==> images/pdn.png <==
Pins as bars on the die edge.
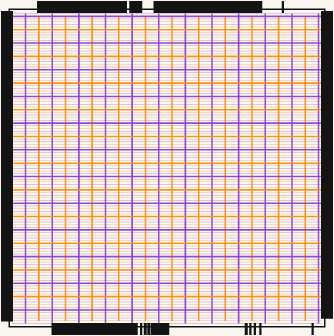
==> images/cell_classes.png <==
The bar under the picture is 100 microns long.
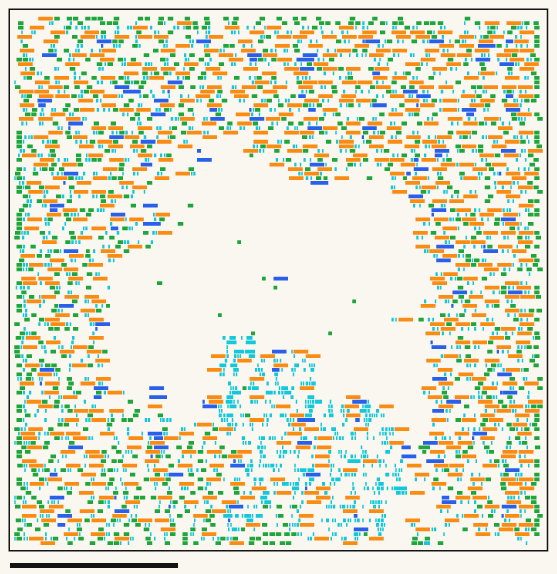
==> images/clock_map.png <==
The bar under the picture is 100 microns long.
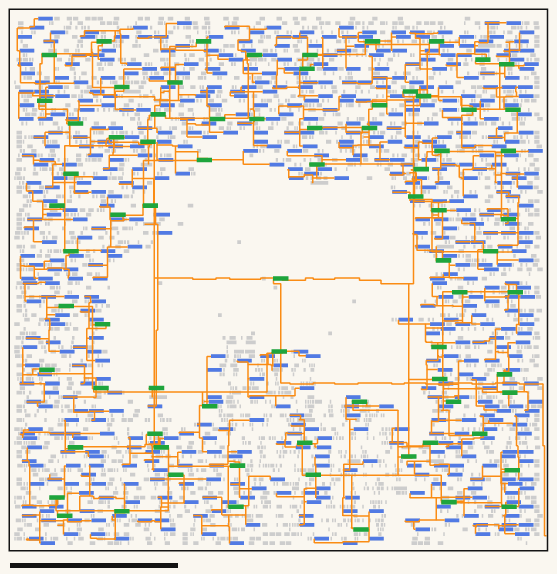
==> images/metal_stack.png <==
Two of the layers only.
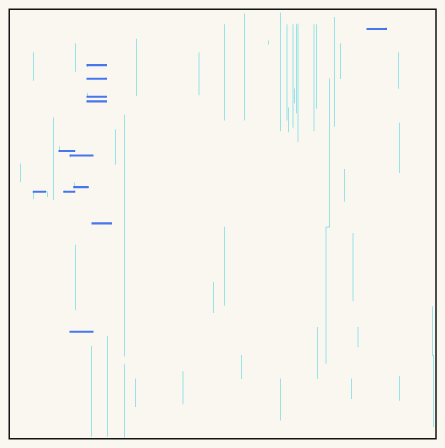
Design layer1_controller, sky130hd; sources not shown.
==> reports/results.md <==
| Result | Value |
|:---|:---|
| Run status | complete, no violations |
| Number of hold-repair buffers added at the cts stage | 0 |
| Data required time at the worst endpoint | 46080 ps |
| Clock network latency to the later pin of the worst-skew pair | 640 ps |
| Effective utilization at floorplan | 0.241 |
| Ratio of cells with drive above 1 in the final layout | 0.0519 |
| Max-cap viol count | 0 |
| Leakage dissipation | 0.0160 uW |
| Crit end category | output pin |
| Number of register bits inferred by synthesis | 610 |
| Antenna Nets Post-Route | 0 |
| Largest register FFs | 384 |
| Top library cells by usage in the layout, fill and taps aside | sky130_fd_sc_hd__clkdlybuf4s50_1, sky130_fd_sc_hd__nand2_1, sky130_fd_sc_hd__dfrtp_1 |
| Setup slack after placement | 32820 ps |
| Top-Level Pins | 812 |
| Top-count cell post-synth | sky130_fd_sc_hd__nand2_1 |
| Power per standard cell area | 46.5 mW/mm^2 |
| Seq/Total Area, Yosys | 0.635 |
| Detail Route met3 WL | 7.99 mm |
| Number of nets in the layout | 3581 |
| Die area | 0.103 sq mm |
| Violation count after the first detailed-routing iteration | 1123 |
| Critical path arrival | 13280 ps |
| Area share of the leading cell type in the synthesized netlist | 0.635 |
| Flip-flop cell with the highest count after synthesis | sky130_fd_sc_hd__dfrtp_1 |
| TritonRoute pass-1 iters | 5 |
| Achievable Freq | 40.3 MHz |
| Final number of hold-violating endpoints | 0 |
| Cycle use final | 0.430 |
| Clock transition time at the flip-flop clock pins of the worst setup and hold paths | 60 ps |
| WS Path Type | input pin to output pin |
| Total CTS buffers | 75 |
| Fraction of registers with async set or reset after synthesis | 1.00 |
| Number of setup violations in the final report | 0 |
| Root buffer cell | sky130_fd_sc_hd__clkbuf_16 |
| Total design power | 1670 uW |
| GPL Wtd Cong | 0.774 |
| Count of cells resized by post-cts repair | 0 |
| Uppermost signal routing layer after detailed routing | met5 |
| Area after DPL | 0.0333 sq mm |
| Hold WC Path Type | flop to flop |
| Area growth syn-to-layout | 49.7% |
| Setup repair after global routing missed its margin | false |
| Number of flops mapped to enable cells by yosys | 0 |
| H-tree level count | 3 |
| Startpoint Class | input pin |
| Wire length on met2 | 46.2 mm |
| Global-route wire length before repair | 140 mm |
| Number of instances in the synthesized netlist | 2546 |
| Number of global-route vias before repair | 19900 |
## Picture notes: pdn.png
legend:
  purple:
    net: VSS
  orange:
    net: VDD
met4 straps: 23
rows: 116
IR drop worst, VDD: 0.0000251 V
area of the core region: 0.0996 sq mm
chip width: 320 microns
Chip Height: 322 microns

## Picture notes: cell_classes.png
legend:
  green:
    class: other buffers and delay cells
    cells: 823
  cyan:
    class: all other logic
    cells: 1801
  orange:
    class: flip-flops
    cells: 610
  blue:
    class: clock drivers and dummy loads
    cells: 137
Core Util, Final: 0.361
number of standard-cell rows in the floorplan: 116
sequential share of cell area: 0.424
final instance area: 0.0360 sq mm

## Picture notes: clock_map.png
legend:
  green:
    item: cells driving clock nets
    count: 75
  orange:
    item: clock wires
    length: 9780 microns
  blue:
    item: flip-flops
    count: 610
routed clock nets: 76
flops lie: spread over the die
worst clock skew: 24.9 ps
proportion of power drawn by the clock network: 0.301

## Picture notes: metal_stack.png
legend:
  cyan:
    layer: met4
    wire_length: 2220 microns
  blue:
    layer: met5
    wire_length: 153 microns
routed vias: 20100
wire per inst: 20.6 microns
global-route usage over all layers: 0.183
total detailed-routing wirelength: 96.0 mm

power breakdown:
part	switching (uW)	leakage, uW	internal (uW)
combinational	335	0.00647	238
clock	200	0.00129	303
sequential	60.7	0.00820	535
layout make-up:
class	instances	area [sq um]
Multi-Input combinational cell	1558	7340
Sequential cell	610	15300
Clock inverter	29	439
Clock buffer	108	2190
Tap cell	1298	1620
Timing Repair Buffer	823	8200
Fill cell	10300	63600
Inverter	243	920
Antenna cell	3	7.51
cell families after synthesis:
logic type	after synthesis	synth area share
adders and majority gates	23	0.0120
AOI/OAI and AO/OA	566	0.120
xor gates and xnor gates	12	0.00552
other	1	0.000156
buffers and inverters	385	0.0643
and+or+nand+nor	949	0.163
DFF	610	0.635
worst max-delay path, stage by stage:
cell and delay [ps]:
sky130_fd_sc_hd__clkdlybuf4s50_1 480, sky130_fd_sc_hd__inv_1 80, sky130_fd_sc_hd__nand2_1 100, sky130_fd_sc_hd__o211ai_1 110, sky130_fd_sc_hd__a31oi_2 220, sky130_fd_sc_hd__nand2_1 110, sky130_fd_sc_hd__inv_1 70, sky130_fd_sc_hd__clkdlybuf4s50_1 590
stage by stage:
step	cells	hold slack [ps]
after CTS	4669	480
after global placement	4532	461
final	4672	474
after detailed placement	4532	464
after global routing	4670	489
after floorplan	2553	442
metal layers:
metal  vias to the layer above  global-route usage
met5                         -                   0
met4                        24              0.0561
met3                       124              0.0611
met2                       697               0.308
met1                      9456               0.220
li1                       9769                   -
Power and IR drop assume default switching activity.
